$ cat src/rtl/fb_burst_writer.sv
`timescale 1ns/1ps
`default_nettype none
// ============================================================================
//  Module   : fb_burst_writer
//  Purpose  : Avalon-MM burst write master for the HPS FPGA-to-SDRAM write
//             port. Buffers a 64-bit pixel word stream in a small FIFO and
//             writes it to a linear framebuffer region as fixed-length bursts.
//             A burst is only committed once every one of its beats is already
//             buffered, so avm_write never drops in the middle of a burst.
//
//  Ports    :
//    clk              system clock
//    reset            asynchronous active-high reset
//    start            one-cycle transfer start pulse (ignored while busy)
//    base_addr        first word address, sampled on start
//    word_count       number of 64-bit words, sampled on start
//    in_data/in_valid/in_ready
//                     input word stream (accepted on in_valid && in_ready)
//    busy             transfer in progress
//    done             one-cycle completion pulse
//    avm_address      burst start word address
//    avm_burstcount   beats in the current burst
//    avm_writedata    beat data (FIFO head)
//    avm_byteenable   all ones while avm_write, otherwise zero
//    avm_write        write request
//    avm_waitrequest  slave stall
//
//  Revision : 1.0  initial release
// ============================================================================
module fb_burst_writer #(
  parameter int ADDR_W     = 29,
  parameter int BURST_LEN  = 8,
  parameter int FIFO_DEPTH = 16,
  parameter int LEN_W      = 22
) (
  input  logic              clk,
  input  logic              reset,
  input  logic              start,
  input  logic [ADDR_W-1:0] base_addr,
  input  logic [LEN_W-1:0]  word_count,
  input  logic [63:0]       in_data,
  input  logic              in_valid,
  output logic              in_ready,
  output logic              busy,
  output logic              done,
  output logic [ADDR_W-1:0] avm_address,
  output logic [7:0]        avm_burstcount,
  output logic [63:0]       avm_writedata,
  output logic [7:0]        avm_byteenable,
  output logic              avm_write,
  input  logic              avm_waitrequest
);

  localparam int PTR_W = (FIFO_DEPTH > 1) ? $clog2(FIFO_DEPTH) : 1;
  localparam int CNT_W = PTR_W + 1;
  // Common width for comparing FIFO occupancy against an 8-bit burst length.
  localparam int CMP_W = (CNT_W > 8) ? CNT_W : 8;

  localparam logic [1:0] ST_IDLE  = 2'd0;
  localparam logic [1:0] ST_FILL  = 2'd1;
  localparam logic [1:0] ST_BURST = 2'd2;
  localparam logic [1:0] ST_DONE  = 2'd3;

  // --------------------------------------------------------------------------
  // Control registers
  // --------------------------------------------------------------------------
  logic [1:0]        state_q,     state_d;
  logic [ADDR_W-1:0] next_addr_q, next_addr_d;
  logic [LEN_W-1:0]  in_left_q,   in_left_d;
  logic [LEN_W-1:0]  out_left_q,  out_left_d;
  logic [7:0]        beats_q,     beats_d;
  logic [ADDR_W-1:0] addr_q,      addr_d;
  logic [7:0]        bcount_q,    bcount_d;
  logic              write_q,     write_d;

  // --------------------------------------------------------------------------
  // FIFO storage
  // --------------------------------------------------------------------------
  logic [63:0]      mem_q [FIFO_DEPTH];
  logic [PTR_W-1:0] wr_ptr_q, rd_ptr_q;
  logic [CNT_W-1:0] count_q,  count_d;

  logic       fifo_full;
  logic       push;
  logic       pop;
  logic [7:0] blen;
  logic       fill_ready;

  assign fifo_full = (count_q == CNT_W'(FIFO_DEPTH));
  assign in_ready  = (state_q != ST_IDLE) && !fifo_full && (in_left_q != '0);
  assign push      = in_valid && in_ready;
  assign pop       = write_q && !avm_waitrequest;
  assign count_d   = count_q + CNT_W'(push) - CNT_W'(pop);

  // Length of the next burst: a full burst, or whatever remains.
  assign blen = (out_left_q >= LEN_W'(BURST_LEN)) ? 8'(BURST_LEN) : 8'(out_left_q);

  // Looking at the post-push occupancy lets the burst be committed on the same
  // edge that buffers its last word, so avm_write rises the very next cycle.
  assign fill_ready = (CMP_W'(count_d) >= CMP_W'(blen));

  // --------------------------------------------------------------------------
  // Outputs
  // --------------------------------------------------------------------------
  assign busy           = (state_q == ST_FILL) || (state_q == ST_BURST);
  assign done           = (state_q == ST_DONE);
  assign avm_address    = addr_q;
  assign avm_burstcount = bcount_q;
  assign avm_write      = write_q;
  assign avm_byteenable = write_q ? 8'hFF : 8'h00;
  // Show-ahead head of the FIFO; masked so the bus is quiet between bursts.
  assign avm_writedata  = write_q ? mem_q[rd_ptr_q] : 64'd0;

  // --------------------------------------------------------------------------
  // Next-state logic
  // --------------------------------------------------------------------------
  always_comb begin
    state_d     = state_q;
    next_addr_d = next_addr_q;
    in_left_d   = in_left_q;
    out_left_d  = out_left_q;
    beats_d     = beats_q;
    addr_d      = addr_q;
    bcount_d    = bcount_q;
    write_d     = write_q;

    if (push) begin
      in_left_d = in_left_q - LEN_W'(1);
    end

    case (state_q)
      ST_IDLE: begin
        if (start) begin
          next_addr_d = base_addr;
          in_left_d   = word_count;
          out_left_d  = word_count;
          state_d     = (word_count == '0) ? ST_DONE : ST_FILL;
        end
      end

      ST_FILL: begin
        if (fill_ready) begin
          addr_d   = next_addr_q;
          bcount_d = blen;
          beats_d  = blen;
          write_d  = 1'b1;
          state_d  = ST_BURST;
        end
      end

      ST_BURST: begin
        if (pop) begin
          out_left_d = out_left_q - LEN_W'(1);
          beats_d    = beats_q - 8'd1;
          if (beats_q == 8'd1) begin
            write_d     = 1'b0;
            next_addr_d = next_addr_q + ADDR_W'(bcount_q);
            state_d     = (out_left_q == LEN_W'(1)) ? ST_DONE : ST_FILL;
          end
        end
      end

      ST_DONE: begin
        state_d = ST_IDLE;
      end

      default: begin
        state_d = ST_IDLE;
      end
    endcase
  end

  // --------------------------------------------------------------------------
  // Sequential state
  // --------------------------------------------------------------------------
  always_ff @(posedge clk or posedge reset) begin
    if (reset) begin
      state_q     <= ST_IDLE;
      next_addr_q <= '0;
      in_left_q   <= '0;
      out_left_q  <= '0;
      beats_q     <= '0;
      addr_q      <= '0;
      bcount_q    <= '0;
      write_q     <= 1'b0;
    end else begin
      state_q     <= state_d;
      next_addr_q <= next_addr_d;
      in_left_q   <= in_left_d;
      out_left_q  <= out_left_d;
      beats_q     <= beats_d;
      addr_q      <= addr_d;
      bcount_q    <= bcount_d;
      write_q     <= write_d;
    end
  end

  // FIFO pointers and occupancy; reset discards any buffered words.
  always_ff @(posedge clk or posedge reset) begin
    if (reset) begin
      wr_ptr_q <= '0;
      rd_ptr_q <= '0;
      count_q  <= '0;
    end else begin
      if (push) begin
        wr_ptr_q <= wr_ptr_q + PTR_W'(1);
      end
      if (pop) begin
        rd_ptr_q <= rd_ptr_q + PTR_W'(1);
      end
      count_q <= count_d;
    end
  end

  // Storage array has no reset; stale contents are never visible because the
  // read side only presents data while a committed burst is active.
  always_ff @(posedge clk) begin
    if (push) begin
      mem_q[wr_ptr_q] <= in_data;
    end
  end

endmodule
`default_nettype wire

$ cat config.mk
export PLATFORM = sky130hd
export DESIGN_NAME = fb_burst_writer
export DESIGN_NICKNAME = d
export VERILOG_FILES = /design/src/rtl/fb_burst_writer.sv
export SDC_FILE = /design/constraint.sdc
export NUM_CORES = 1
export LEC_CHECK = 0
export CAP_MARGIN = 20
export CORE_MARGIN = 2
export CORE_UTILIZATION = 56
export CTS_BUF_LIST = sky130_fd_sc_hd__clkbuf_8
export CTS_CLUSTER_DIAMETER = 100
export DETAILED_ROUTE_END_ITERATION = 6
export HOLD_SLACK_MARGIN = 0.15
export PLACE_DENSITY = 0.75
export SETUP_SLACK_MARGIN = 0.02
export SYNTH_ARGS = -nofsm -noshare
export SYNTH_HDL_FRONTEND = slang
export SYNTH_SLANG_ARGS = --single-unit
$ cat constraint.sdc
create_clock -name clk -period 6.7 [get_ports clk]
set_input_delay 1.34 -clock clk [delete_from_list [all_inputs] [get_ports clk]]
set_output_delay 1.34 -clock clk [all_outputs]
set_load 0.1 [all_outputs]
==> Slide: Implementation Results, run 1 <==
Run Summary

Outcome
  • Outcome: finished clean

Final timing
  • Final worst-path cycle share: 86.71%
  • Skew final: 0.04204 ns
  • Worst-margin pin slew: 1.158 ns
  • Min setup slack post-route: 0.8901 ns
  • Peak Freq: 172.1 MHz
  • Worst rel slew slack: 22.59%
  • Final setup violation count: 0
  • Worst hold slack: 0.5043 ns
  • Unrepaired setup endpoints after global routing: no

Logic synthesis
  • Cell area after synthesis: 46640 um^2
  • Post-synth ARST share: 11.57%
  • Seq/Total Area, Yosys: 73.12%
  • Ys flop type: edfxtp_1
  • Cell Type Count: 74
  • Synthesized area per cell: 19.96 um^2
  • Yosys stat chip area: 46640 um^2

CTS
  • # resized after CTS: 0
  • Post-CTS setup repair buffer count: 0
  • CTS sink count: 1158
  • TritonCTS clock tree: yes
  • Cts bufs inserted: 176
  • Clock slew at reported path FFs: 0.06 ns

Detailed routing
  • Vias: 24130
  • Post-DRT Antenna Nets: 0
  • Vias/cell: 6.212
  • First-pass DRT Iterations: 5
  • Detailed Route Iter0 Violations: 2656
  • Avg WL per Cell: 26.75 um
  • Final wirelength: 103900 um

Floorplanning
  • Die area: 85610 um^2
  • Number of core rows: 105
  • Die Y-Extent: 292.6 um
  • Num ports: 233
  • Initial Util: 56.71%

Global routing
  • Initial antenna violation count: 14
  • First-pass GRT wire length: 156100 um
  • Largest net degree at the start of global routing: 64

Flow run
  • Tool warning count: 38
  • Max_cap viols: 0

Setup path
  • Slowest stage delay, CP: 1.00 ns
  • Crit start category: flip-flop
  • Slowest stage cell on the critical path: clkdlybuf4s50_1
  • Most used cell, CP: mux4_2
  • Arr. time, crit path: 4.47 ns
  • Critical path peak fanout: 45
  • Worst-path cell chain: buf_12 > mux4_2 > mux4_2 > and2_1 > clkdlybuf4s50_1

Finish
  • Most frequent logic cell in the layout: edfxtp_1
  • Synth-to-Final Area Change: 14.95%
  • Final net count: 2825

Power
  • Peak supply drop: 0.4031 mV
  • PD cells: 481.1 nW/um^2
  • Total power: 0.02579 W

Placed design
  • I/O Buffers: 232
  • Dpl hpwl: 56940 um
run 1: Yosys cell counts, types with 8 or more instances:
master	number	area (um^2)
or3_1	10	62.56
nor2b_1	8	50.05
nand2_1	73	274.0
xnor2_1	25	219.0
and3_1	8	50.05
xor2_1	10	87.58
nor4_1	15	93.84
mux2i_1	18	180.2
a21oi_1	74	370.4
mux4_2	320	7207
dfrtp_1	134	3353
nor3_1	29	145.1
buf_1	8	30.03
mux2_2	33	371.6
o21ai_0	36	180.2
buf_4	8	60.06
clkbuf_1	75	281.5
nor2_1	63	236.5
edfxtp_1	1024	30750
a31oi_1	8	50.05
o22ai_1	21	131.4
ha_1	34	425.4
and2_1	69	431.7
nor3b_1	11	82.58
nand3_1	29	145.1
inv_1	32	120.1
o211ai_1	10	75.07
nand4_1	9	56.30
buf_2	35	175.2
nand2b_1	11	68.82
run 1: kinds of logic after synthesis:
group | share of synthesized area, %
buf+inv | 1.492
flops | 73.12
simple gates | 4.349
mux | 16.63
other cells | 0.008040
fa+ha+maj | 0.9979
xor+xnor | 0.6572
compound gates | 2.744
run 1: cell type report:
cell class,instances,area [um^2]
Clock inverter,134,764.5
Multi-Input combinational cell,1018,11930
Fill cell,5420,28630
Antenna cell,9,22.52
Inverter,33,128.9
Sequential cell,1158,34120
Tap cell,1070,1339
Timing Repair Buffer,282,2823
Clock buffer,181,2491
run 1: final timing paths:
| check | start | slack (ns) | endpoint | cells after the start |
|---|---|---|---|---|
| max | rd_ptr_q[0] | 0.89 | avm_writedata[27] | 5 |
| min | avm_address[13] | 0.50 | avm_address[13] | 1 |
| max reg2reg | count_q[2] | 1.63 | beats_q[2] | 19 |
| min reg2reg | avm_address[13] | 0.50 | avm_address[13] | 1 |
| max in group asynchronous | reset | 4.50 | rd_ptr_q[0] | 3 |
| min in group asynchronous | reset | 0.97 | next_addr_q[23] | 2 |
run 1: registers in the layout, indices dropped and copies added, names as in the netlist, 5 cells and up:
name,flops
mem_q,1024
avm_address,29
next_addr_q,29
in_left_q,22
out_left_q,22
avm_burstcount,8
beats_q,8
count_q,5
run 1: where the power goes:
group | internal, W | switching (W) | leakage, nW
Clock | 0.00267 | 0.00272 | 1.86
Sequential | 0.00877 | 0.000767 | 10.8
Combinational | 0.00402 | 0.00685 | 4.90
Total | 0.0155 | 0.0103 | 17.6
run 1: stage by stage:
step,utilization (%),instance area (um^2),cells
floorplan,-,46640,2337
global placement,61.20,50330,3561
detailed placement,61.20,50330,3561
CTS,65.16,53590,3876
global route,65.19,53610,3884
finish,65.19,53610,3885
run 1: worst max-delay path: cells and delay by family, from the launching register on:
| kind | cells | cell delay, ns |
|---|---|---|
| buf+inv | 2 | 1.39 |
| mux | 2 | 1.05 |
| flops | 1 | 0.91 |
| simple gates | 1 | 0.25 |
run 1: metal layers:
layer	part of all wire [%]	global-route usage [%]
met1	39	33.72
met2	52	41.06
met3	6.8	4.234
met4	2.2	8.443
met5	0.061	0
Run 1, clock wires, drivers and flops:
The bar under the picture is 100 um long.
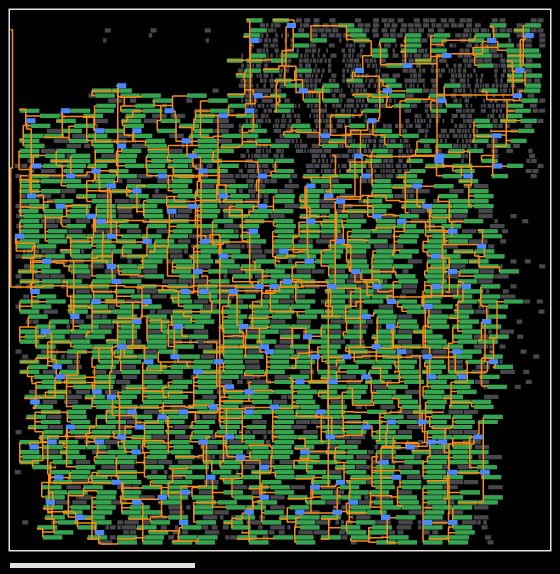
[green] flip-flops | count: 1158
[orange] clock wires | length: 12900 um
[blue] clock drivers | count: 176
routed clock nets: 177

Run 1, routing congestion:
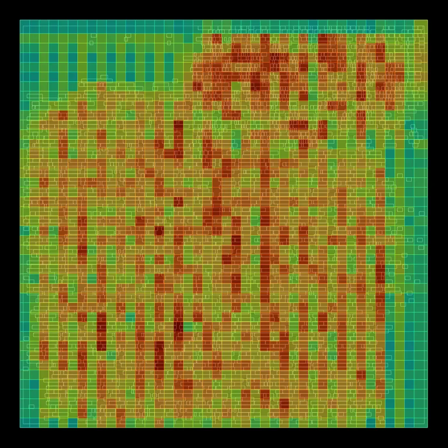
met3 usage: 4.234%
gr usage total: 24.73%

Run 1, sequential cells grouped by signal name:
The bar under the picture is 100 um long.
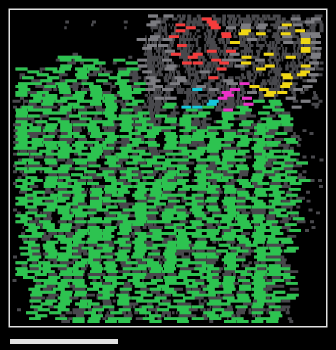
| colour | netlist name | sequential cells |
|---|---|---|
| cyan | count_q | 5 |
| magenta | beats_q | 8 |
| yellow | next_addr_q | 29 |
| green | mem_q | 1024 |
| red | out_left_q | 22 |
not coloured: 70

Run 1, cell classes on the final placement:
The bar under the picture is 100 um long.
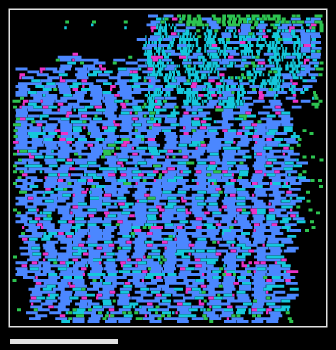

==> inputs of run 2 (changes only) <==
- CORE_UTILIZATION: 56 -> 67
- PLACE_DENSITY: 0.75 -> 0.84
- clock period: 6.7 -> 7.5 ns (I/O delays scaled with it)
Run 2, cell classes on the final placement:
The bar under the picture is 100 um long.
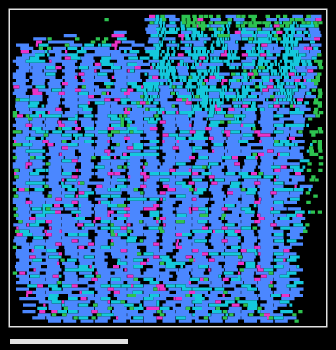
| colour | class | cells | share of their area |
|---|---|---|---|
| magenta | clock drivers and dummy loads | 308 | 6.0% |
| green | other buffers and delay cells | 275 | 5.3% |
| blue | flops | 1158 | 66% |
| cyan | combinational and other logic | 1051 | 23% |

==> Slide: Implementation Results, run 2 <==
Run Summary

Logic synthesis
  • Synthesized area per cell: 19.96 um^2 (unchanged)
  • Top cells by count: edfxtp_1 (1024), mux4_2 (320), dfrtp_1 (134) (unchanged)
  • Cell Type Count: 74 (unchanged)
  • Ys flop type: edfxtp_1 (unchanged)
  • Most frequent cell after synthesis: edfxtp_1 (unchanged)
  • Area leader, netlist: edfxtp_1 (unchanged)
  • Post-synth ARST share: 11.57% (unchanged)
  • Cell area after synthesis: 46640 um^2 (unchanged)

Global routing
  • First-pass GRT wire length: 160000 um (was 156100 um)
  • GRT met2 Usage: 52.21% (was 41.06%)
  • Initial antenna violation count: 12 (was 14)
  • Largest net degree at the start of global routing: 104 (was 64)

Detailed routing
  • Post-DRT Antenna Nets: 0 (unchanged)
  • Final wirelength: 109000 um (was 103900 um)
  • Vias: 24740 (was 24130)
  • First-pass DRT Iterations: 6 (was 5)
  • Vias/cell: 6.628 (was 6.212)

CTS
  • CTS sink count: 1158 (unchanged)
  • Cts bufs inserted: 172 (was 176)
  • # resized after CTS: 0 (unchanged)
  • Clock slew at reported path FFs: 0.06 ns (about the same)
  • Post-CTS setup repair buffer count: 0 (unchanged)
  • TritonCTS clock tree: yes (unchanged)

Final timing
  • Worst-margin pin slew: 1.174 ns (was 1.158 ns)
  • Final setup violation count: 0 (unchanged)
  • Worst rel slew slack: 21.51% (was 22.59%)
  • Peak Freq: 160.8 MHz
  • Worst hold slack: 0.5060 ns (was 0.5043 ns)
  • Min setup slack post-route: 1.281 ns (was 0.8901 ns)
  • Skew final: 0.03548 ns (was 0.04204 ns)

Power
  • Peak supply drop: 0.5623 mV (was 0.4031 mV)

Placed design
  • I/O Buffers: 232 (unchanged)
  • Placed cell count: 3413 (was 3561)

Finish
  • Post-route insts no fill: 3732 (was 3885)
  • Final net count: 2814 (was 2825)
  • Filler instances: 3476 (was 5420)

Floorplanning
  • Num ports: 233 (unchanged)
  • Initial Util: 67.88% (was 56.71%)
  • Number of core rows: 96 (was 105)

Outcome
  • Outcome: finished clean (unchanged)

Setup path
  • Critical path peak fanout: 53 (was 45)
Run 2, routing congestion:
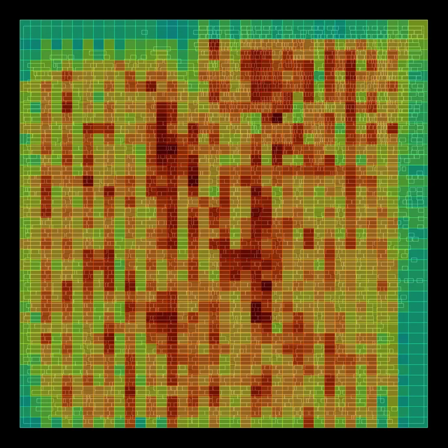
Avg WL per Cell: 29.20 um
Layout Utilization: 77.45%
met3 usage: 5.975%
busiest grt layer: met2
grt met1 use: 40.51%

run 2: cell counts after synthesis:
Identical to the previous run, type by type.
run 2: logic make-up after synthesis:
group / count (synthesis) / synth area share, %
compound gates: 204 / 2.744
xor+xnor: 35 / 0.6572
fa+ha+maj: 36 / 0.9979
buf+inv: 161 / 1.492
flops: 1158 / 73.12
mux: 371 / 16.63
other cells: 1 / 0.008040
simple gates: 371 / 4.349
run 2: final cells by class:
| cell class | count | area, um^2 | share of cell area [%] |
|---|---|---|---|
| diodes | 9 | 22.52 | 0.04232 |
| flip-flops and latches | 1158 | 34120 | 64.12 |
| well taps | 931 | 1165 | 2.189 |
| clock buffers | 180 | 2477 | 4.656 |
| inverters | 33 | 128.9 | 0.2422 |
| multi-input cells | 1018 | 11930 | 22.41 |
| repair buffers | 275 | 2735 | 5.140 |
| clock inverters | 128 | 640.6 | 1.204 |
run 2: power by group:
part / internal (W) / total (W) / switching (W)
Clock: 0.00233 / 0.00468 / 0.00235
Combinational: 0.00356 / 0.00975 / 0.00619
Sequential: 0.00784 / 0.00857 / 0.000732
Total: 0.0137 / 0.0230 / 0.00927
run 2: critical path: stages, from the launching register on:
cell and delay [ns]:
dfrtp_4 0.90, buf_4 0.74, mux4_2 0.46, mux4_2 0.49
and2_1 0.23, clkdlybuf4s50_1 1.00
run 2: layer usage:
metal / share of wire, % / vias to the layer above
li1: - / 10260
met1: 35 / 12730
met2: 52 / 1446
met3: 8.7 / 290
met4: 3.7 / 10
met5: 0.061 / -
run 2: worst paths after layout:
| path | from | end | slack (ns) | cells after the start |
|---|---|---|---|---|
| hold reg to reg | avm_address[20] | avm_address[20] | 0.51 | 1 |
| hold / removal | avm_address[20] | avm_address[20] | 0.51 | 1 |
| min in group asynchronous | reset | out_left_q[10] | 1.10 | 2 |
| setup reg to reg | count_q[3] | beats_q[2] | 2.08 | 19 |
| setup / recovery | rd_ptr_q[1] | avm_writedata[44] | 1.28 | 5 |
| max in group asynchronous | reset | avm_address[24] | 5.36 | 3 |
run 2: stage by stage:
stage / util [%] / total power (W) / cell area, um^2
after floorplan: - / 0.01593 / 46640
after global placement: 72.82 / 0.01803 / 50030
after detailed placement: 72.82 / 0.01835 / 50030
after CTS: 77.36 / 0.02304 / 53150
after global routing: 77.44 / 0.02382 / 53210
final: 77.45 / 0.02300 / 53210
Power figures rest on the tool's default switching activity, not on a simulated workload.
